Run 1, routed metal, one color a layer:
Bar = 20 um.
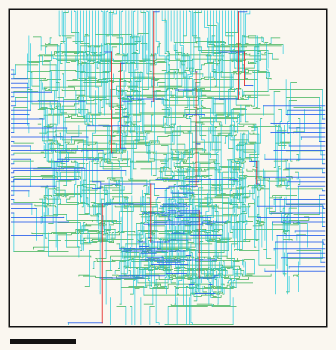
Run 1, gate-type map:
Bar = 20 um.
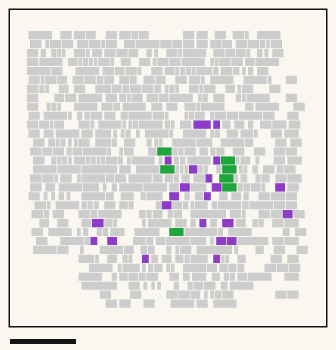
Run 1, where the registers sit:
Bar = 20 um.
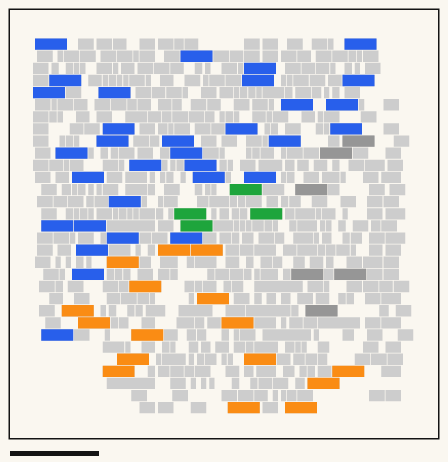
## src/rtl/mips_halt_monitor.sv

```systemverilog
// Pass/fail monitor for mips_cpu_harvard CPU-level testbenches.
// Detects halt (fetch from HALT_ADDR, or active dropping), waits a settle window, then
// compares register_v0 against expected_v0. A cycle timeout catches runaway programs.
// Optional stall detection is compiled in when MIPS_HALT_MONITOR_STALL_CHECK_EN is defined.
// cycle_count counts the enabled edges spent before the edge that enters the done state.
module mips_halt_monitor #(
   parameter int unsigned       ADDR_W         = 32,
   parameter int unsigned       DATA_W         = 32,
   parameter logic [ADDR_W-1:0] HALT_ADDR      = '0,
   parameter int unsigned       SETTLE_CYCLES  = 2,
   parameter int unsigned       TIMEOUT_CYCLES = 1000,
   parameter int unsigned       CNT_W          = 16
`ifdef MIPS_HALT_MONITOR_STALL_CHECK_EN
   ,
   parameter int unsigned       STALL_CYCLES   = 64
`endif
) (
   input  logic              clk,
   input  logic              reset,
   input  logic              clk_enable,
   input  logic              active,
   input  logic [ADDR_W-1:0] instr_address,
   input  logic [DATA_W-1:0] register_v0,
   input  logic [DATA_W-1:0] expected_v0,
   output logic              done,
   output logic              pass,
   output logic [1:0]        fail_code,
   output logic [CNT_W-1:0]  cycle_count,
   output logic [DATA_W-1:0] halt_v0
);

   localparam logic [CNT_W-1:0] TimeoutLast = CNT_W'(TIMEOUT_CYCLES - 1);
   localparam logic [3:0]       SettleLoad  = 4'(SETTLE_CYCLES);

   typedef enum logic [1:0] {
      StWaitActive,
      StRun,
      StSettle,
      StDone
   } state_e;

   state_e           state;
   logic [3:0]       settle_cnt;
   logic [CNT_W-1:0] cnt_inc;
   logic             halt_hit;
   logic             timeout_hit;

   // Saturating increment; the counter sticks at all-ones.
   assign cnt_inc     = (cycle_count == '1) ? cycle_count : cycle_count + CNT_W'(1);
   assign halt_hit    = (instr_address == HALT_ADDR) || !active;
   assign timeout_hit = (cycle_count == TimeoutLast);

`ifdef MIPS_HALT_MONITOR_STALL_CHECK_EN
   localparam int unsigned    StallW    = $clog2(STALL_CYCLES) + 1;
   localparam logic [StallW-1:0] StallLast = StallW'(STALL_CYCLES - 1);

   logic [StallW-1:0] stall_cnt;
   logic [ADDR_W-1:0] prev_addr;
   logic              stall_hit;

   assign stall_hit = (instr_address == prev_addr) && (stall_cnt == StallLast);

   // Stall tracking: count consecutive RUN edges on which the fetch address did not move.
   always_ff @(posedge clk) begin
      if (reset) begin
         stall_cnt <= '0;
         prev_addr <= '0;
      end else if (clk_enable) begin
         prev_addr <= instr_address;
         if (state != StRun || instr_address != prev_addr) begin
            stall_cnt <= '0;
         end else if (stall_cnt != StallLast) begin
            stall_cnt <= stall_cnt + StallW'(1);
         end
      end
   end
`endif

   // Monitor FSM with registered result outputs.
   always_ff @(posedge clk) begin
      if (reset) begin
         state       <= StWaitActive;
         settle_cnt  <= '0;
         done        <= 1'b0;
         pass        <= 1'b0;
         fail_code   <= 2'd0;
         cycle_count <= '0;
         halt_v0     <= '0;
      end else if (clk_enable) begin
         unique case (state)
            StWaitActive: begin
               // Address HALT_ADDR is ignored here; the CPU has not started yet.
               if (timeout_hit) begin
                  done      <= 1'b1;
                  pass      <= 1'b0;
                  fail_code <= 2'd2;
                  state     <= StDone;
               end else begin
                  cycle_count <= cnt_inc;
                  if (active) state <= StRun;
               end
            end
            StRun: begin
               if (halt_hit) begin
                  settle_cnt  <= SettleLoad;
                  cycle_count <= cnt_inc;
                  state       <= StSettle;
`ifdef MIPS_HALT_MONITOR_STALL_CHECK_EN
               end else if (stall_hit) begin
                  done      <= 1'b1;
                  pass      <= 1'b0;
                  fail_code <= 2'd3;
                  state     <= StDone;
`endif
               end else if (timeout_hit) begin
                  done      <= 1'b1;
                  pass      <= 1'b0;
                  fail_code <= 2'd2;
                  state     <= StDone;
               end else begin
                  cycle_count <= cnt_inc;
               end
            end
            StSettle: begin
               // No timeout here: a halted program always gets its v0 compare.
               if (settle_cnt == 4'd0) begin
                  halt_v0 <= register_v0;
                  done    <= 1'b1;
                  if (register_v0 == expected_v0) begin
                     pass      <= 1'b1;
                     fail_code <= 2'd0;
                  end else begin
                     pass      <= 1'b0;
                     fail_code <= 2'd1;
                  end
                  state <= StDone;
               end else begin
                  settle_cnt  <= settle_cnt - 4'd1;
                  cycle_count <= cnt_inc;
               end
            end
            StDone: begin
               state <= StDone;
            end
            default: begin
               state <= StWaitActive;
            end
         endcase
      end
   end

endmodule
```

## config.mk

```make
export PLATFORM = sky130hd
export DESIGN_NAME = mips_halt_monitor
export DESIGN_NICKNAME = d
export VERILOG_FILES = /design/src/rtl/mips_halt_monitor.sv
export SDC_FILE = /design/constraint.sdc
export NUM_CORES = 1
export LEC_CHECK = 0
export CAP_MARGIN = 20
export CORE_MARGIN = 5
export CORE_UTILIZATION = 46
export DETAILED_ROUTE_END_ITERATION = 8
export PLACE_DENSITY = 0.86
export SLEW_MARGIN = 10
export SYNTH_ARGS = -nofsm -noshare
export SYNTH_HDL_FRONTEND = slang
export SYNTH_SLANG_ARGS = --single-unit
```

## constraint.sdc

```tcl
create_clock -name clk -period 3.8 [get_ports clk]
set_clock_uncertainty 0.2 [all_clocks]
set_input_delay 0.38 -clock clk [delete_from_list [all_inputs] [get_ports clk]]
set_output_delay 0.38 -clock clk [all_outputs]
set_load 0.02 [all_outputs]
```

==> ci_impl_report.md, run 1 <==
## PnR job results

| Metric | Value |
|---|---|
| Sum of negative setup slack | 0 ns |
| Simple-gate area share of the yosys netlist | between 20 and 30% |
| Post-detailed-route DRC marker count | 0 |
| Top sig layer | met4 |
| Number of logged tool warnings | 30 |
| Switching part of the total power | 26.8% |
| Power Internal | between 1 and 1.5 mW |
| H-tree Lvls | 3 |
| Post-CTS Hold Buffers | 0 |
| Clock transition time at the flip-flop clock pins of the worst setup and hold paths | 0.07 ns |
| Dominant kind of combinational cell | simple AND/OR/NAND/NOR gates |
| Outcome | completed |
| Share of final-layout standard cells stronger than drive strength 1 | between 7 and 8% |
| Post-synth net total | 517 |
| CP max stage cell | sky130_fd_sc_hd__nor4_4 |
| Pin count of the biggest net entering global routing | ~50 |
| Share of flip-flops with an asynchronous set or reset after synthesis | 0% |
| Number of warnings reported in the yosys synthesis log | 0 |
| Buffers added on ports | around 150 |
| Initial drt markers | between 300 and 400 |
| Number of buffers created by CTS | 9 |
| Synthesized-area fraction occupied by ao, oa, aoi and oai cells | approximately a fifth |
| Setup slack on the worst flop-to-flop path | roughly 1.1 ns |
| Number of buffers and inverters on the critical path | 0 |
| FF-to-FF Start | cycle_count[0] |
| Endpoint class of the critical path | flip-flop |
| Placed standard-cell area | 4960 sq um |
| Number of rows in the core area | 31 |
| Part of the total power dissipated in combinational logic | between 20% and 30% |
| Dpl hpwl | a little under 9 mm |
| Area inside the core boundary | about 7000 sq um |
| Die extent in x | ~96 um |
| Yosys top cell by area | sky130_fd_sc_hd__dfxtp_1 |
| Count of state elements after synthesis | between 50 and 60 |
| Min Clock Period, post-route | between 2 and 3 ns |
| Worst slew pin tran | approximately 0.98 ns |
| Pwr per Cell Area | between 300 and 400 nW/um^2 |
| Count of instances resized after the clock tree is built | 0 |
| Total global routing overflow | 0 |
| Power after layout | ~1.9 mW |
| Number of cells in the yosys synthesis report | 410 |
| CP startpoint kind | flip-flop |
| WL met1 | roughly 4.5 mm |
| Distinct cell type count of the synthesized netlist | between 60 and 70 |
| Final setup violation count | 0 |
| Setup repair after global routing missed its margin | no |
| Post-Syn Instances | roughly 410 |
| Main area contributors | sky130_fd_sc_hd__dfxtp_1 (34%), sky130_fd_sc_hd__nand2_1 (8.6%), sky130_fd_sc_hd__xor2_1 (8.5%) |
| Most used flip-flop cell | sky130_fd_sc_hd__dfxtp_1 |
| Maximum fanout encountered on the critical timing path | 14 |
| Number of pins with negative max-slew slack in the final report | 0 |
| Number of cells on the worst hold path | 2 |
| Hold Crit Start | halt_v0[17] |
| Area share of xor/xnor cells in the synthesized design | a little under a tenth |
| Via count | 3792 |
| Fraction of the mapped netlist area in adder cells | under 10% |
| Final hold violation count | 0 |
| Layout overhead on the synthesized area | 53.5% |
| Summed instance area of the synthesized netlist | 3410 sq um |
| Class of the tightest hold or removal check | reg -> reg |
| Clock root buffer | sky130_fd_sc_hd__clkbuf_8 |
| Final cycle utilization of the critical path | between 70% and 80% |
| Fraction of post-synthesis cell area in the top cell type by area | between 30% and 40% |
| Setup fix buffers added after clock tree synthesis | 0 |
| WHS Endpoint | halt_v0[17] |
| Die Span Y | 96.1 um |
| Ordered list of cells on the worst path | ha_1, nand2_1, nor4_4, a211oi_1, and4_1, a41o_1 |
| Routability Congestion | 0.930 |
| Mean Syn Cell Area | approximately 8.3 sq um |
| Avg Vias per Cell | approximately 5.8 |
| Sequential share of power | 35.2% |
| Upper clock frequency limit | ~370 MHz |
| Clock tree from TritonCTS | built |
| Starting density of the core | ~47% |
| Io pins | 152 |
| Clock network power share | 41.3% |
| MUX area fraction | less than 1% |
| Met2 WL post-DR | around 5.8 mm |
| Antenna violations before repair | 0 |
| Sequential area share after synthesis | between 30 and 40% |
About 'routed metal, one color a layer':
Key: met2 = cyan [wire length 5850 um]; met4 = red [wire length 236 um]; met3 = blue [wire length 1170 um]; met1 = green [wire length 4470 um]

About 'gate-type map':
Key: AND and OR gates = purple [cells 22]; adder and majority cells = green [cells 7]
most frequently placed logic cell in the final layout: sky130_fd_sc_hd__clkdlybuf4s50_1
share of cell area taken by multi-input logic gates: 40.2%
final instance count without filler cells: 658

About 'where the registers sit':
Key: settle_cnt = green [placed flops 4, where middle]; cycle_count = orange [placed flops 16]; halt_v0 = blue [placed flops 32]
Another 6 sequential cells are not colored.

run 1: power groups by stage:
stage / logic, mW / clock network, mW / registers, mW
after CTS: 0.435 / 0.778 / 0.657
final: 0.439 / 0.770 / 0.657
after global routing: 0.471 / 0.810 / 0.660
after floorplan: 0.192 / 0 / 0.692
after detailed placement: 0.431 / 0 / 0.671
after global placement: 0.422 / 0 / 0.668
run 1: synth_stat cells (3+ instances only):
library cell,count
sky130_fd_sc_hd__dfxtp_1,58
sky130_fd_sc_hd__inv_1,12
sky130_fd_sc_hd__o21ai_1,4
sky130_fd_sc_hd__o211ai_1,4
sky130_fd_sc_hd__and4_1,6
sky130_fd_sc_hd__ha_1,7
sky130_fd_sc_hd__nor2_1,13
sky130_fd_sc_hd__xnor2_1,3
sky130_fd_sc_hd__xor2_1,33
sky130_fd_sc_hd__nand3_1,9
sky130_fd_sc_hd__nand4_1,11
sky130_fd_sc_hd__nor3_1,6
sky130_fd_sc_hd__o21ai_0,5
sky130_fd_sc_hd__a211oi_1,6
sky130_fd_sc_hd__nor4_2,9
sky130_fd_sc_hd__clkbuf_1,16
sky130_fd_sc_hd__a21oi_1,48
sky130_fd_sc_hd__nor4_1,12
sky130_fd_sc_hd__nand2_1,78
sky130_fd_sc_hd__and3_1,4
sky130_fd_sc_hd__nand3b_1,3
run 1: final cells by class:
class                      instances  area [sq um]
clock buffer                      11           141
tap                               99           124
multi-input combinational        319          2100
fill                             552          1980
timing repair buffer             154          1530
clock inverter                     5           125
sequential                        58          1160
inverter                          12          45.0
run 1: kinds of logic after synthesis:
logic type,after synthesis
AOI/OAI and AO/OA,101
muxes,2
DFF,58
adders and majority gates,7
and+or+nand+nor,173
xor gates and xnor gates,36
buffers and inverters,33
run 1: worst min-delay path, cell delays in order (launching register included):
cell	delay, ns
sky130_fd_sc_hd__dfxtp_1	0.31
sky130_fd_sc_hd__nand2_1	0.05
sky130_fd_sc_hd__a21oi_1	0.05
run 1: per-stage QoR:
step           std cells  worst slack [ns]  util, %
2_1_floorplan        410              1.54        -
5_1_grt              658             0.953     72.5
4_1_cts              658              1.14     72.5
6_report             658              1.07     72.5
3_3_place_gp         642              1.17     68.8
3_5_place_dp         642              1.12     68.8
run 1: registers in the layout, summed over array words and instances, names as in the netlist:
register,cells
halt_v0,32
cycle_count,16
settle_cnt,4
pass,1
state,2
done,1
fail_code,2
run 1: layer usage:
metal  track usage, %  up-vias
met5                0        -
met2             41.2      195
met3             8.13       21
li1                 -     1795
met1             28.8     1781
met4             9.83        0
run 1: worst max path at each step:
stage	startpoint	to	slack, ns	cells past startpoint
after floorplan	state[0]	cycle_count[1]	1.54	7
after global routing	state[0]	cycle_count[15]	0.95	7
after CTS	state[0]	cycle_count[15]	1.14	7
after detailed placement	clk_enable	cycle_count[10]	1.12	6
after global placement	clk_enable	cycle_count[10]	1.17	6
final	cycle_count[0]	cycle_count[1]	1.07	6
run 1: cell usage in the layout (no fill, tap or decap), drive strengths merged, types with 11 or more instances in the layout:
master         count
nor2              13
nor4              22
dfxtp             58
inv               12
nand4             12
clkdlybuf4s50    150
nand2             79
clkbuf            11
a21oi             50
xor2              33
Run 1, congestion heat map:
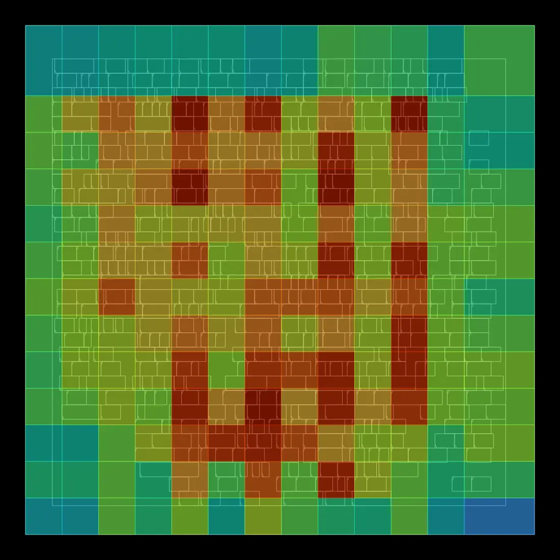

--- run 2 (diff from run 1) ---
Settings changed: CORE_UTILIZATION 46 to 42, PLACE_DENSITY 0.86 to 0.79.
Clock period 3.8 ns to 2.9 ns, I/O delays scaled along.
Run 2, congestion heat map:
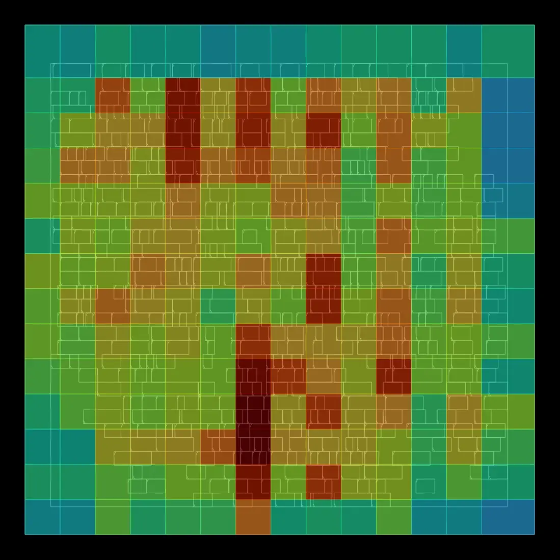
met2 usage in global routing: 38.2%
most used routing layer: met2
GRT met1 Usage: 25.7%

Run 2, close-up of the layout:
Bar = 5 um. Region (40, 60) to (60, 80) um. Cells in gray, sequential cells in the stronger gray; small squares are vias.
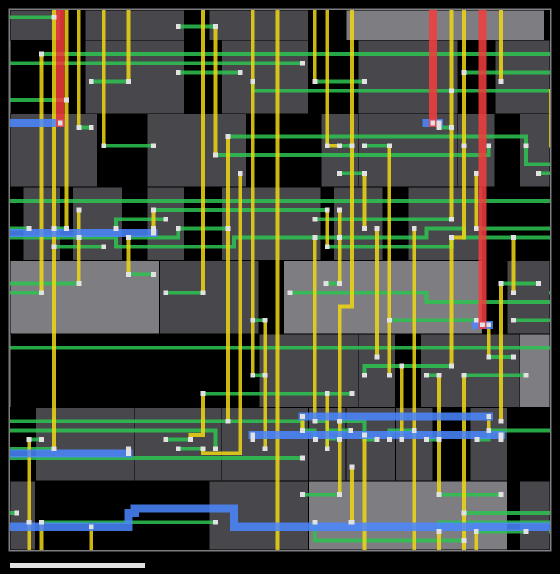
Key: met4 = red; met1 = green; met2 = yellow; met3 = blue
34 logic cells have their middle in the window. Sequential cells in the window: 3. Netlist names of flops here include halt_v0 (3). Most frequent: clkdlybuf4s50_1 (12), nand2_1 (10), a21oi_1 (4).

Run 2, where the registers sit:
Bar = 20 um.
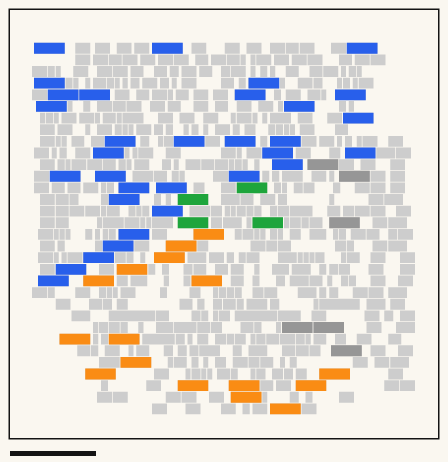
Key: halt_v0 = blue [placed flops 32]; settle_cnt = green [placed flops 4, where middle]; cycle_count = orange [placed flops 16]
Another 6 sequential cells are not colored.
FF+latch area: 1160 sq um
fin util: 66.8%

==> run 2 against run 1 <==
Net effect:
- worst setup slack got worse by 0.65 ns
- non-clock buffer count increased by 7
- sequential share of layout area increased by 0.064 points
- sequential power increased by 31%
- sequential cell count unchanged
- via count decreased by 0.76%
- fmax increased by 10%
- final cell count increased by 1.5%
- largest power group is now sequential cells
==> ci_impl_report.md, run 2 <==
## PnR job results

| Metric | Value |
|---|---|
| Outcome | completed (unchanged) |
| Endpoint class of the critical path | flip-flop (unchanged) |
| Fraction of post-synthesis cell area in the top cell type by area | 34.1% (unchanged) |
| Clock root buffer | sky130_fd_sc_hd__clkbuf_8 (unchanged) |
| Min Clock Period, post-route | 2.48 ns (was 2.73 ns) |
| Antenna violations before repair | 0 (unchanged) |
| Upper clock frequency limit | 403 MHz (was 367 MHz) |
| Number of buffers created by CTS | 9 (unchanged) |
| Highest-count cells in the layout ignoring fill and taps | sky130_fd_sc_hd__clkdlybuf4s50_1 (150), sky130_fd_sc_hd__nand2_1 (78), sky130_fd_sc_hd__dfxtp_1 (58) (unchanged) |
| Share of flip-flops with an asynchronous set or reset after synthesis | 0% (unchanged) |
| Io pins | 152 (unchanged) |
| Main area contributors | sky130_fd_sc_hd__dfxtp_1 (34%), sky130_fd_sc_hd__nand2_1 (8.6%), sky130_fd_sc_hd__xor2_1 (8.5%) (unchanged) |
| Number of buffers and inverters on the critical path | 1 (was 0) |
| Mean Syn Cell Area | 8.31 sq um (unchanged) |
| Ordered list of cells on the worst path | inv_1, ha_1, or4bb_4, nand2_4, a2111o_1, or4b_1, a21oi_1 (was ha_1, nand2_1, nor4_4, a211oi_1, and4_1, a41o_1) |
| Switching part of the total power | 29.9% (was 26.8%) |
| Total global routing overflow | 0 (unchanged) |
| Dpl hpwl | 9.09 mm (was 8.91 mm) |
| Clock tree from TritonCTS | built (unchanged) |
| Post-synth net total | 517 (unchanged) |
| Pwr per Cell Area | 420 nW/um^2 (was 357 nW/um^2) |
| Largest register FFs | 32 (unchanged) |
| H-tree Lvls | 3 (unchanged) |
| Routability Congestion | 0.924 (was 0.930) |
| Power Internal | 1.53 mW (was 1.37 mW) |
| CP max stage cell | sky130_fd_sc_hd__or4b_1 (was sky130_fd_sc_hd__nor4_4) |
| CP startpoint kind | flip-flop (unchanged) |
| Yosys top cell by area | sky130_fd_sc_hd__dfxtp_1 (unchanged) |
| Most used flip-flop cell | sky130_fd_sc_hd__dfxtp_1 (unchanged) |
| Number of rows in the core area | 32 (was 31) |
| Die extent in x | 100 um (was 96.1 um) |
| Setup fix buffers added after clock tree synthesis | 0 (unchanged) |
| Pin count of the biggest net entering global routing | 46 (was 50) |
| Most repeated cell in the gate-level netlist after synthesis | sky130_fd_sc_hd__nand2_1 (unchanged) |
| Number of logged tool warnings | 30 (unchanged) |
| Class of the tightest hold or removal check | in -> reg (was reg -> reg) |
| Final hold violation count | 0 (unchanged) |
| Placed standard-cell area | 5020 sq um (was 4960 sq um) |
-- run 2: cell counts after synthesis --
Identical to the previous run, type by type.
-- run 2: kinds of logic (layout without fill, tap and decap cells) --
| logic type | Yosys count | in the layout | share of synthesized area, % |
|---|---|---|---|
| adders and majority gates | 7 | 7 | 2.57 |
| xor gates and xnor gates | 36 | 36 | 9.25 |
| AOI/OAI and AO/OA | 101 | 101 | 20.7 |
| DFF | 58 | 58 | 34.1 |
| and+or+nand+nor | 173 | 173 | 28.6 |
| buffers and inverters | 33 | 189 | 4.15 |
| muxes | 2 | 2 | 0.624 |
-- run 2: through the flow --
stage / util, % / instances / worst slack, ns / hold WS (ns) / total power [mW]
after floorplan: - / 410 / 0.640 / 0.226 / 1.16
after CTS: 66.8 / 668 / 0.433 / 0.00593 / 2.20
final: 66.8 / 668 / 0.421 / 0.0212 / 2.19
after detailed placement: 64.3 / 652 / 0.307 / 0.249 / 1.45
after global placement: 64.3 / 652 / 0.367 / 0.241 / 1.44
after global routing: 66.8 / 668 / 0.289 / 0.0241 / 2.29
-- run 2: worst paths after layout --
| path | endpoint | start | depth (start not counted) | slack, ns |
|---|---|---|---|---|
| min | cycle_count[3] | reset | 2 | 0.02 |
| max reg2reg | cycle_count[10] | state[0] | 7 | 0.42 |
| max | cycle_count[10] | state[0] | 7 | 0.42 |
| min reg2reg | halt_v0[5] | halt_v0[5] | 2 | 0.25 |
-- run 2: layout make-up --
class,count,area [sq um]
inverters,12,45.0
fillers,682,2590
clock buffers,11,141
multi-input cells,319,2100
well taps,102,128
flip-flops and latches,58,1160
clock inverters,5,53.8
repair buffers,161,1580
-- run 2: power by group through the flow --
stage | registers, mW | logic, mW | clock network [mW]
2_1_floorplan | 0.907 | 0.252 | 0
3_3_place_gp | 0.874 | 0.568 | 0
3_5_place_dp | 0.876 | 0.576 | 0
4_1_cts | 0.858 | 0.580 | 0.760
5_1_grt | 0.864 | 0.630 | 0.795
6_report | 0.858 | 0.581 | 0.749
-- run 2: routing by layer --
| metal | global-route usage (%) | part of all wire [%] | vias up |
|---|---|---|---|
| met5 | 0 | 0 | - |
| met4 | 8.29 | 2.3 | 0 |
| met3 | 7.64 | 8.7 | 24 |
| met2 | 38.2 | 49 | 168 |
| met1 | 25.7 | 40 | 1768 |
| li1 | - | - | 1803 |
Run 2, gate-type map:
Bar = 20 um.
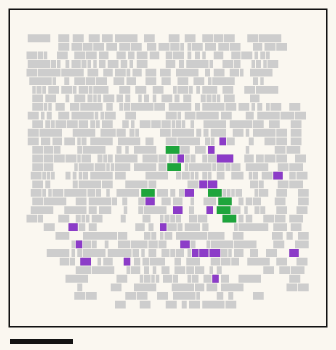

--- run 3 (diff from run 2) ---
Settings changed: CTS_BUF_LIST set to sky130_fd_sc_hd__clkbuf_16, GPL_TIMING_DRIVEN set to 0.
Run 3, gate-type map:
Bar = 20 um.
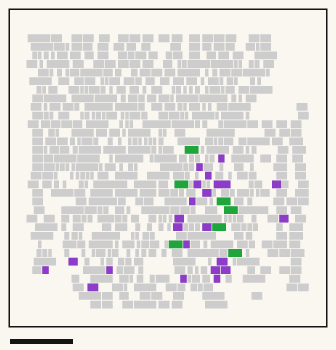
Key: adder and majority cells = green [cells 7]; AND and OR gates = purple [cells 22]

Run 3, congestion heat map:
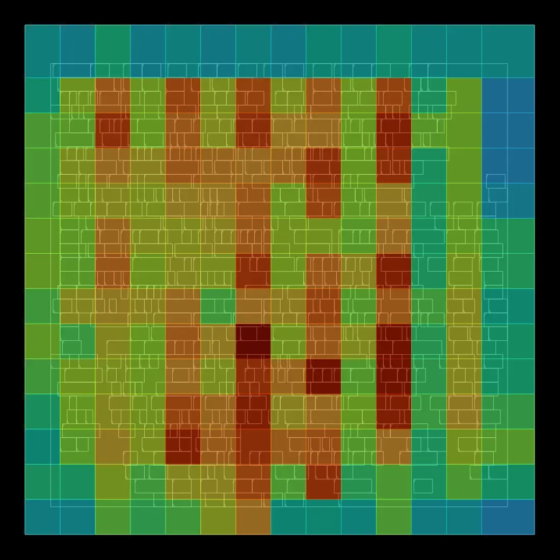
global router's overall resource usage: 23.2%
met2 usage in global routing: 39.4%
average wire length per cell after detail routing: 17.3 um
GRT met1 Usage: 27.2%

Run 3, where the registers sit:
Bar = 20 um.
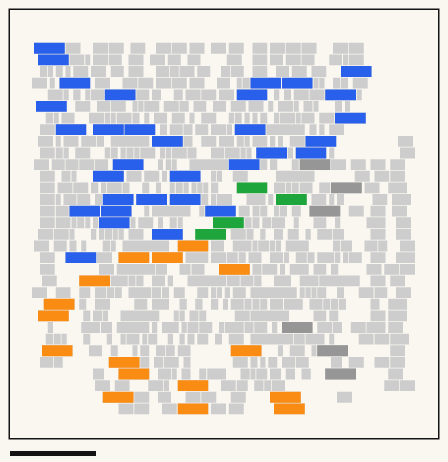
Power Sequential: 0.864 mW
proportion of cell area occupied by registers: 21.7%
fin util: 68.6%

==> run 3 against run 2 <==
Net effect:
- wire length is 2.2% higher
- sequential power is 0.7% higher
- synthesized cell count unchanged
- final cell count is 1.5% higher
- via count is 0.53% higher
- synthesized area unchanged
- highest routed layer unchanged
==> ci_impl_report.md, run 3 <==
## PnR job results

| Metric | Value |
|---|---|
| Die extent in x | 100 um (unchanged) |
| Fraction of post-synthesis cell area in the top cell type by area | 34.1% (unchanged) |
| Post-synth net total | 517 (unchanged) |
| Final instance count without filler cells | 678 (was 668) |
| FF-to-FF Start | state[0] (unchanged) |
| Final hold slack | 0.257 ns (was 0.0212 ns) |
| Met2 WL post-DR | 5.84 mm (was 5.63 mm) |
| Power after layout | 2.53 mW (was 2.19 mW) |
| Avg Vias per Cell | 5.58 (was 5.63) |
| # fillers | 664 (was 682) |
| Maximum fanout encountered on the critical timing path | 10 (was 12) |
| FF+latch area | 1160 sq um (unchanged) |
| Final setup violation count | 0 (unchanged) |
| WL met1 | 4.71 mm (was 4.59 mm) |
| Worst slew pin tran | 0.652 ns (was 0.917 ns) |
| Number of warnings reported in the yosys synthesis log | 0 (unchanged) |
| Buffers added on ports | 151 (unchanged) |
| Mean Syn Cell Area | 8.31 sq um (unchanged) |
| Distinct cell type count of the synthesized netlist | 68 (unchanged) |
| Met3 WL post-DR | 1.03 mm (was 1.00 mm) |
| TritonRoute pass-1 iters | 4 (was 5) |
| Min Clock Period, post-route | 2.50 ns (was 2.48 ns) |
| Initial drt markers | 163 (was 229) |
| Setup repair after global routing missed its margin | no (unchanged) |
| CP startpoint kind | flip-flop (unchanged) |
| Inst Count DP | 663 (was 652) |
| Required time of the critical path | 2.91 ns (was 2.97 ns) |
| Rel. slew slack | 55.4% (was 38.6%) |
| Hold Crit Start | halt_v0[16] (was reset) |
| Most frequently placed logic cell in the final layout | sky130_fd_sc_hd__clkdlybuf4s50_1 (unchanged) |
| Leading cell types by count after synthesis | sky130_fd_sc_hd__nand2_1 (78), sky130_fd_sc_hd__dfxtp_1 (58), sky130_fd_sc_hd__a21oi_1 (48) (unchanged) |
| Routability Congestion | 0.929 (was 0.924) |
| Area inside the core boundary | 7810 sq um (unchanged) |
| Final cycle utilization of the critical path | 86.3% (was 85.5%) |
| Pin count of the biggest net entering global routing | 11 (was 46) |
| Largest registers ranked by flip-flop count | halt_v0 x32, cycle_count x16, settle_cnt x4 (unchanged) |
| Top sig layer | met4 (unchanged) |
| Antenna violations before repair | 0 (unchanged) |
| Number of logged tool warnings | 30 (unchanged) |
| Number of cells in the yosys synthesis report | 410 (unchanged) |
| Most used flip-flop cell | sky130_fd_sc_hd__dfxtp_1 (unchanged) |
| H-tree Lvls | 3 (unchanged) |
| Count of state elements after synthesis | 58 (unchanged) |
| Share of final-layout standard cells stronger than drive strength 1 | 7.29% (was 8.48%) |
| Most repeated cell in the gate-level netlist after synthesis | sky130_fd_sc_hd__nand2_1 (unchanged) |
| Io pins | 152 (unchanged) |
| Endpoint class of the critical path | flip-flop (unchanged) |
| Dpl hpwl | 9.27 mm (was 9.09 mm) |
| Number of rows in the core area | 32 (unchanged) |
| Class of the tightest hold or removal check | reg -> reg (was in -> reg) |
| Post-Syn Instances | 410 (unchanged) |
| Yosys top cell by area | sky130_fd_sc_hd__dfxtp_1 (unchanged) |
| Post-detailed-route DRC marker count | 0 (unchanged) |
| Clock transition time at the flip-flop clock pins of the worst setup and hold paths | 0.05 ns (was 0.07 ns) |
| Via count | 3783 (was 3763) |
| Outcome | completed (unchanged) |
| Main area contributors | sky130_fd_sc_hd__dfxtp_1 (34%), sky130_fd_sc_hd__nand2_1 (8.6%), sky130_fd_sc_hd__xor2_1 (8.5%) (unchanged) |
| Summed instance area of the synthesized netlist | 3410 sq um (unchanged) |
| Area of the multi-input gates | 2110 sq um (was 2100 sq um) |
| Pwr per Cell Area | 473 nW/um^2 (was 420 nW/um^2) |
| Total cell area reported by yosys after synthesis | 3410 sq um (unchanged) |
| Layout overhead on the synthesized area | 57.3% (was 53.1%) |
| Sequential area share after synthesis | 34.1% (unchanged) |
| Number of buffers created by CTS | 9 (unchanged) |
| Register with the most flip-flops | halt_v0 (unchanged) |
| Starting density of the core | 43.6% (unchanged) |
| Share of flip-flops with an asynchronous set or reset after synthesis | 0% (unchanged) |
| Number of maximum-capacitance violations | 0 (unchanged) |
| Upper clock frequency limit | 400 MHz (was 403 MHz) |
run 3: cell type report:
type,instances,share of cell area [%]
plain buffers,21,1.80
clock buffers,9,4.20
clock inverters,6,1.54
inverters,12,0.841
multi-input cells,319,39.4
flip-flops and latches,58,21.7
well taps,102,2.38
repair buffers,151,28.2
run 3: worst max-delay path, stage by stage, from the launching register on:
cell,delay [ns]
sky130_fd_sc_hd__dfxtp_1,0.40
sky130_fd_sc_hd__inv_1,0.09
sky130_fd_sc_hd__ha_1,0.23
sky130_fd_sc_hd__clkbuf_1,0.24
sky130_fd_sc_hd__nor3_2,0.58
sky130_fd_sc_hd__a21oi_1,0.21
sky130_fd_sc_hd__and4_1,0.25
sky130_fd_sc_hd__a41o_1,0.20
run 3: power breakdown:
group          total (mW)  switching (mW)  internal, mW
registers           0.864          0.0287         0.835
clock network        1.09           0.350         0.740
logic               0.580           0.299         0.280
total                2.53           0.678          1.86
run 3: repair_timing:
| action | 4_1_cts | 5_1_grt |
|---|---|---|
| setup buffers | 0 | 0 |
| endpoints found under the setup margin | 0 | 1 |
| endpoints found under the hold margin | 0 | 0 |
| hold buffers | 0 | 0 |
| resized | 0 | 1 |
run 3: worst paths after layout:
check / to / slack (ns) / cells past startpoint
max: cycle_count[1] / 0.40 / 7
min: halt_v0[16] / 0.26 / 2
max reg2reg: cycle_count[1] / 0.40 / 7
min reg2reg: halt_v0[16] / 0.26 / 2
run 3: metrics by stage:
step / area (sq um) / setup WS, ns
6_report: 5360 / 0.398
5_1_grt: 5360 / 0.275
3_3_place_gp: 5050 / 0.132
3_5_place_dp: 5050 / 0.150
2_1_floorplan: 3410 / 0.640
4_1_cts: 5350 / 0.120
run 3: cell families after synthesis:
group | share of synthesized area [%]
multiplexers | 0.624
XOR/XNOR | 9.25
AND/OR/NAND/NOR | 28.6
flip-flops | 34.1
buffers and inverters | 4.15
adder cells (fa/ha/maj) | 2.57
AND-OR/OR-AND | 20.7
run 3: metal layers:
metal  vias up  GRT usage (%)
met2       154           39.4
met5         -              0
met3        10           8.55
met4         0           7.15
li1       1835              -
met1      1784           27.2
Power figures rest on the tool's default switching activity, not on a simulated workload.
